[src/rtl/cache_fill_arbiter_if.sv]
// Bus bundle between the fill arbiter, the two caches and main memory.
// Handshake: mem_en/mem_addr is a one-cycle read request with no ready (memory
// always accepts); mem_data_valid qualifies mem_data_in for exactly that cycle;
// *_fill_wen qualifies fill_data/fill_word_idx; *_fill_done is a single-cycle pulse.
interface cache_fill_arbiter_if #(
   parameter int IDX_W = 3
);
   logic              icache_miss;
   logic [15:0]       icache_miss_addr;
   logic              dcache_miss;
   logic [15:0]       dcache_miss_addr;
   logic              mem_data_valid;
   logic [15:0]       mem_data_in;
   logic              mem_en;
   logic [15:0]       mem_addr;
   logic [15:0]       fill_data;
   logic [IDX_W-1:0]  fill_word_idx;
   logic [15:0]       fill_tag_addr;
   logic              icache_fill_wen;
   logic              dcache_fill_wen;
   logic              icache_fill_done;
   logic              dcache_fill_done;
   logic              busy;

   // Arbiter side.
   modport master (
      input  icache_miss, icache_miss_addr, dcache_miss, dcache_miss_addr,
             mem_data_valid, mem_data_in,
      output mem_en, mem_addr, fill_data, fill_word_idx, fill_tag_addr,
             icache_fill_wen, dcache_fill_wen, icache_fill_done,
             dcache_fill_done, busy
   );

   // Cache / memory side.
   modport slave (
      output icache_miss, icache_miss_addr, dcache_miss, dcache_miss_addr,
             mem_data_valid, mem_data_in,
      input  mem_en, mem_addr, fill_data, fill_word_idx, fill_tag_addr,
             icache_fill_wen, dcache_fill_wen, icache_fill_done,
             dcache_fill_done, busy
   );
endinterface

[src/rtl/cache_fill_arbiter.sv]
// Shares one pipelined main memory between I-cache and D-cache block fills.
// A granted fill issues WORDS_PER_BLOCK reads back-to-back, routes the returning
// words to the owning cache and pulses that cache's fill_done once the block is in.
module cache_fill_arbiter #(
   parameter int MEM_LATENCY     = 4,
   parameter int WORDS_PER_BLOCK = 8,
   parameter int IDX_W           = 3
) (
   input  logic                 clk,
   input  logic                 rst,
   cache_fill_arbiter_if.master bus,
   output logic [1:0]           state_dbg
);

   localparam logic [1:0] S_IDLE = 2'd0;
   localparam logic [1:0] S_FILL = 2'd1;
   localparam logic [1:0] S_DONE = 2'd2;

   localparam int CNT_W   = IDX_W + 1;
   localparam int BLANK_W = $clog2(MEM_LATENCY + 1);

   localparam logic [CNT_W-1:0]   WORDS      = CNT_W'(WORDS_PER_BLOCK);
   localparam logic [CNT_W-1:0]   LAST_WORD  = CNT_W'(WORDS_PER_BLOCK - 1);
   localparam logic [15:0]        ALIGN_MASK = ~(16'(2 * WORDS_PER_BLOCK) - 16'd1);
   localparam logic [BLANK_W-1:0] BLANK_INIT = BLANK_W'(MEM_LATENCY);

   logic [1:0]         state;
   logic               owner;        // 0 = I-cache, 1 = D-cache
   logic               last_grant;   // owner of the previous grant
   logic [15:0]        base;
   logic [CNT_W-1:0]   issue_cnt;
   logic [CNT_W-1:0]   recv_cnt;
   // Reads issued before a reset may still return afterwards; returns are
   // ignored until every such read has drained out of the memory pipeline.
   logic [BLANK_W-1:0] blank_cnt;

   logic               grant_vld;
   logic               grant_d;
   logic [15:0]        grant_base;
   logic               issue;
   logic               recv;

   // Request arbitration: D wins a tie unless D had the previous grant.
   always_comb begin
      grant_vld  = bus.icache_miss | bus.dcache_miss;
      grant_d    = bus.dcache_miss & (~bus.icache_miss | ~last_grant);
      grant_base = (grant_d ? bus.dcache_miss_addr : bus.icache_miss_addr) & ALIGN_MASK;
   end

   // Issue while words remain; accept returns only inside a fill.
   always_comb begin
      issue = (state == S_FILL) && (issue_cnt < WORDS);
      recv  = (state == S_FILL) && bus.mem_data_valid && (blank_cnt == '0);
   end

   // FSM, fill bookkeeping and post-reset return blanking.
   always_ff @(posedge clk or posedge rst) begin
      if (rst) begin
         state      <= S_IDLE;
         owner      <= 1'b0;
         last_grant <= 1'b0;
         base       <= '0;
         issue_cnt  <= '0;
         recv_cnt   <= '0;
         blank_cnt  <= BLANK_INIT;
      end else begin
         if (blank_cnt != '0) begin
            blank_cnt <= blank_cnt - BLANK_W'(1);
         end
         case (state)
            S_IDLE: begin
               if (grant_vld) begin
                  owner      <= grant_d;
                  last_grant <= grant_d;
                  base       <= grant_base;
                  issue_cnt  <= '0;
                  recv_cnt   <= '0;
                  state      <= S_FILL;
               end
            end
            S_FILL: begin
               if (issue) begin
                  issue_cnt <= issue_cnt + CNT_W'(1);
               end
               if (recv) begin
                  recv_cnt <= recv_cnt + CNT_W'(1);
                  if (recv_cnt == LAST_WORD) begin
                     state <= S_DONE;
                  end
               end
            end
            S_DONE: begin
               state <= S_IDLE;
            end
            default: begin
               state <= S_IDLE;
            end
         endcase
      end
   end

   // Outputs decoded from state; everything reads 0 outside its qualifying window.
   always_comb begin
      bus.mem_en           = issue;
      bus.mem_addr         = issue ? base + {{(15 - CNT_W){1'b0}}, issue_cnt, 1'b0} : 16'h0000;
      bus.fill_data        = recv ? bus.mem_data_in : 16'h0000;
      bus.fill_word_idx    = recv ? recv_cnt[IDX_W-1:0] : '0;
      bus.fill_tag_addr    = (state != S_IDLE) ? base : 16'h0000;
      bus.icache_fill_wen  = recv & ~owner;
      bus.dcache_fill_wen  = recv & owner;
      bus.icache_fill_done = (state == S_DONE) & ~owner;
      bus.dcache_fill_done = (state == S_DONE) & owner;
      bus.busy             = (state != S_IDLE);
      state_dbg            = state;
   end

endmodule

[src/flat_wrapper.sv]
// flat-port wrapper written by rule: the top's interface ports become plain ports
module cache_fill_arbiter_flat 
#(
   parameter int MEM_LATENCY     = 4,
   parameter int WORDS_PER_BLOCK = 8,
   parameter int IDX_W           = 3
)
  (clk, rst, state_dbg, bus_icache_miss, bus_icache_miss_addr, bus_dcache_miss, bus_dcache_miss_addr, bus_mem_data_valid, bus_mem_data_in, bus_mem_en, bus_mem_addr, bus_fill_data, bus_fill_word_idx, bus_fill_tag_addr, bus_icache_fill_wen, bus_dcache_fill_wen, bus_icache_fill_done, bus_dcache_fill_done, bus_busy);
  cache_fill_arbiter_if #(.IDX_W(IDX_W)) bus_i ();
  input  logic clk;
  input  logic rst;
  output logic [1:0] state_dbg;
  input wire logic [$bits(bus_i.icache_miss)-1:0] bus_icache_miss;
  input wire logic [$bits(bus_i.icache_miss_addr)-1:0] bus_icache_miss_addr;
  input wire logic [$bits(bus_i.dcache_miss)-1:0] bus_dcache_miss;
  input wire logic [$bits(bus_i.dcache_miss_addr)-1:0] bus_dcache_miss_addr;
  input wire logic [$bits(bus_i.mem_data_valid)-1:0] bus_mem_data_valid;
  input wire logic [$bits(bus_i.mem_data_in)-1:0] bus_mem_data_in;
  output wire logic [$bits(bus_i.mem_en)-1:0] bus_mem_en;
  output wire logic [$bits(bus_i.mem_addr)-1:0] bus_mem_addr;
  output wire logic [$bits(bus_i.fill_data)-1:0] bus_fill_data;
  output wire logic [$bits(bus_i.fill_word_idx)-1:0] bus_fill_word_idx;
  output wire logic [$bits(bus_i.fill_tag_addr)-1:0] bus_fill_tag_addr;
  output wire logic [$bits(bus_i.icache_fill_wen)-1:0] bus_icache_fill_wen;
  output wire logic [$bits(bus_i.dcache_fill_wen)-1:0] bus_dcache_fill_wen;
  output wire logic [$bits(bus_i.icache_fill_done)-1:0] bus_icache_fill_done;
  output wire logic [$bits(bus_i.dcache_fill_done)-1:0] bus_dcache_fill_done;
  output wire logic [$bits(bus_i.busy)-1:0] bus_busy;
  assign bus_i.icache_miss = bus_icache_miss;
  assign bus_i.icache_miss_addr = bus_icache_miss_addr;
  assign bus_i.dcache_miss = bus_dcache_miss;
  assign bus_i.dcache_miss_addr = bus_dcache_miss_addr;
  assign bus_i.mem_data_valid = bus_mem_data_valid;
  assign bus_i.mem_data_in = bus_mem_data_in;
  assign bus_mem_en = bus_i.mem_en;
  assign bus_mem_addr = bus_i.mem_addr;
  assign bus_fill_data = bus_i.fill_data;
  assign bus_fill_word_idx = bus_i.fill_word_idx;
  assign bus_fill_tag_addr = bus_i.fill_tag_addr;
  assign bus_icache_fill_wen = bus_i.icache_fill_wen;
  assign bus_dcache_fill_wen = bus_i.dcache_fill_wen;
  assign bus_icache_fill_done = bus_i.icache_fill_done;
  assign bus_dcache_fill_done = bus_i.dcache_fill_done;
  assign bus_busy = bus_i.busy;
  cache_fill_arbiter #(.MEM_LATENCY(MEM_LATENCY), .WORDS_PER_BLOCK(WORDS_PER_BLOCK), .IDX_W(IDX_W)) u_core (.clk(clk), .rst(rst), .bus(bus_i), .state_dbg(state_dbg));
endmodule
[config.mk]
export PLATFORM = sky130hd
export DESIGN_NAME = cache_fill_arbiter_flat
export DESIGN_NICKNAME = d
export VERILOG_FILES = /design/src/rtl/cache_fill_arbiter_if.sv /design/src/rtl/cache_fill_arbiter.sv /design/src/flat_wrapper.sv
export SDC_FILE = /design/constraint.sdc
export NUM_CORES = 1
export LEC_CHECK = 0
export CAP_MARGIN = 20
export CORE_ASPECT_RATIO = 0.8
export CORE_UTILIZATION = 41
export CTS_CLUSTER_DIAMETER = 50
export DETAILED_ROUTE_END_ITERATION = 8
export PLACE_DENSITY = 0.95
export SETUP_SLACK_MARGIN = 0.02
export SYNTH_ARGS = -nofsm -noshare
export SYNTH_HDL_FRONTEND = slang
export SYNTH_SLANG_ARGS = --single-unit
[constraint.sdc]
create_clock -name clk -period 5.3 [get_ports clk]
set_input_delay 1.59 -clock clk [delete_from_list [all_inputs] [get_ports clk]]
set_output_delay 1.59 -clock clk [all_outputs]
set_load 0.03 [all_outputs]
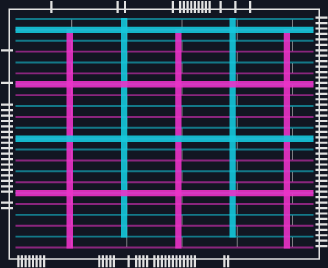
*Floorplan with the power grid*
(4 px per µm) Pins as bars on the die edge. Tap cells in grey.
[VSS] magenta
[VDD] cyan
signal pins: 112
rows: 21
met4 straps: 5
met5 straps: 4
met1 rails: 22
Die X-Extent: 77.11 µm
maximum VDD drop: 0.3313 mV
Die Y: 62.09 µm
Core Area: 4257 µm²

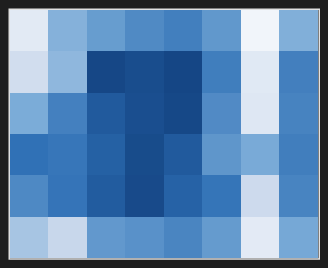
*Cell density map*
(4 px per µm) The die is cut into 8 by 6 equal tiles; white is low, dark blue is high, 0 to 100% covered.
mean over tiles: 59%
tiles over 75% full: 25%
fullest tile: 91%
densest ninth of the die: centre

==> results.sh <==
# implementation run metrics
export IMPL_critPathMaxFanout=7
export IMPL_place_area_um2=2815
export IMPL_fin_worst_skew_ps=2.737
export IMPL_power_mw=1.552
export IMPL_cp_slowest_cell="clkdlybuf4s50_1"
export IMPL_fmax_mhz=207.7
export IMPL_crit_required_ps=3710
export IMPL_synthTopCellsByArea="dfrtp_1, and2_1, o21ai_0, mux2i_1, ha_1"
export IMPL_postSynthSeqShare_pct=35.23
export IMPL_drive_above_1_share_pct=10.61
export IMPL_htreeDepth=1
export IMPL_hpwlAfterDp_mm=3.845
export IMPL_hold_violations=0
export IMPL_rsz0062_at_grt="no"
export IMPL_first_pass_iters=4
export IMPL_synth_cell_area_um2=1851
export IMPL_synthCells=217
export IMPL_status="finished, final reports clean"
export IMPL_yosys_cells=217
export IMPL_nFillCells=331
export IMPL_share_comb_of_total_power_pct=64.6
export IMPL_stdcell_area_um2=2914
export IMPL_swShare_pct=48.49
export IMPL_cts_root_buf="clkbuf_8"
export IMPL_place_ws_ps=481.6
export IMPL_syn_avg_cell_area_um2=8.528
export IMPL_remaining_drc_errors=0
export IMPL_pwr_share_clk_pct=10.8
export IMPL_path_buffers=2
export IMPL_hold_path_class="register to register"
export IMPL_drt_initial_drc_count=105
export IMPL_rows=21
export IMPL_finalClockPeriodUsage_pct=90.83
export IMPL_edf_count=0
export IMPL_dpl_cell_count=363
export IMPL_seq_power_mw=0.381
export IMPL_routed_wl_met2_mm=2.675
export IMPL_clkLatencyLatePin_ps=270
export IMPL_ctsHoldBuffers=0
export IMPL_maxCapViolCount=0
export IMPL_chip_area_um2=4788
export IMPL_dr_wl_met3_um=495
export IMPL_pwr_share_seq_pct=24.5
export IMPL_ant_nets=0
export IMPL_setup_ws_ps=485.8
export IMPL_grt_pass1_vias=1718
export IMPL_clk_pin_slew_ps=90
export IMPL_maxPowerGroup="combinational logic"
export IMPL_intPower_mw=0.7992
export IMPL_fin_hold_ws_ps=525.1
export IMPL_setup_viol=0
export IMPL_slowest_delay_ps=700
export IMPL_ioPinCount=112
export IMPL_cts_resized=0
export IMPL_grt_pass1_wl_mm=8.411
export IMPL_cts_tree="done"
export IMPL_synth_most_common_cell="and2_1"
export IMPL_diodes=0
export IMPL_period_needed_ps=4814
export IMPL_end_kind="output port"
export IMPL_cp_top_family="buffers and inverters"
export IMPL_worst_pin_slew_ps=970.4
export IMPL_power_leakage_nw=1.233
export IMPL_arrival_ps=3220
export IMPL_top_area_share_pct=33.81
export IMPL_numCtsBuffers=3
export IMPL_async_reset_ff_share_pct=100.0
export IMPL_tns_ps=0
export IMPL_path_cells="clkdlybuf4s50_1 -> nand3b_1 -> nor3_1 -> clkdlybuf4s50_1"
export IMPL_ys_area_um2=1851
export IMPL_vias_per_cell=5.264
export IMPL_cts_buffer_depth=2
export IMPL_routed_top_layer="met4"
export IMPL_p_sw_mw=0.7524
export IMPL_syn2layout_area_growth_pct=57.47
export IMPL_stdcell_count=368
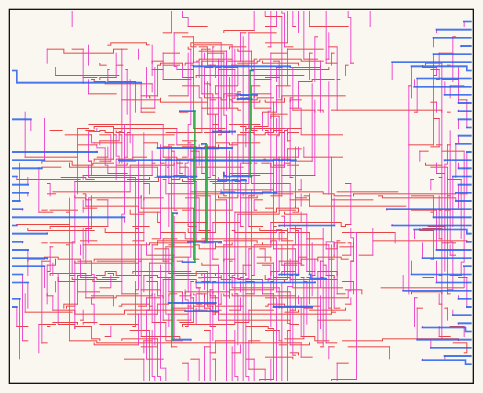
*Signal wires by layer*
(6 px per µm)
[M3] blue | wire length: 496 µm
[M1] red | wire length: 2150 µm
[M4] green | wire length: 80.2 µm
[M2] magenta | wire length: 2680 µm
via count: 1937
wire length per cell: 14.67 µm
total track usage: 22.84%
final wirelength: 5.400 mm

[final cells by class]
class | instances | area, µm² | share of cell area, %
Sequential cell | 26 | 651.9 | 22.37
Multi-Input combinational cell | 170 | 1094 | 37.53
Inverter | 10 | 37.54 | 1.288
Clock buffer | 3 | 41.29 | 1.417
Clock inverter | 1 | 30.03 | 1.030
Tap cell | 57 | 71.32 | 2.447
Timing Repair Buffer | 101 | 988.4 | 33.92
[layer usage]
metal | global-route usage, % | vias to the layer above
li1 | - | 945
met1 | 27.99 | 874
met2 | 43.37 | 110
met3 | 3.796 | 8
met4 | 5.391 | 0
met5 | 0 | -
[sequential cells by signal, summed over array words and instances (netlist names)]
register,cells
u_core.recv_cnt,4
u_core.state_dbg,2
u_core.last_grant,1
u_core.issue_cnt,4
u_core.blank_cnt,3
u_core.base,12
[logic make-up after synthesis]
group | share of synthesized area, %
xor gates and xnor gates | 1.894
DFF | 35.23
and+or+nand+nor | 26.17
AOI/OAI and AO/OA | 17.11
buffers and inverters | 6.490
other | 0.2026
muxes | 8.857
adders and majority gates | 4.057
[placed cells by master, fill, tap and decap left out, drive strengths merged, types with 6 or more instances in the layout]
cell           count
dfrtp             25
nand2              9
inv               10
and2              32
a21oi             10
buf               22
mux2i             13
ha                 6
o21ai             30
nor2              13
clkdlybuf4s50     79
[worst paths after layout]
path                                              to                from  cells past startpoint
max in group asynchronous        u_core.blank_cnt[2]                 rst                      3
worst max register to register        u_core.base[6]   u_core.last_grant                      3
worst min register to register   u_core.state_dbg[1]  u_core.recv_cnt[3]                      1
worst min-delay path             u_core.state_dbg[1]  u_core.recv_cnt[3]                      1
worst max-delay path            bus_fill_word_idx[2]  bus_mem_data_valid                      4
min in group asynchronous          u_core.last_grant                 rst                      2
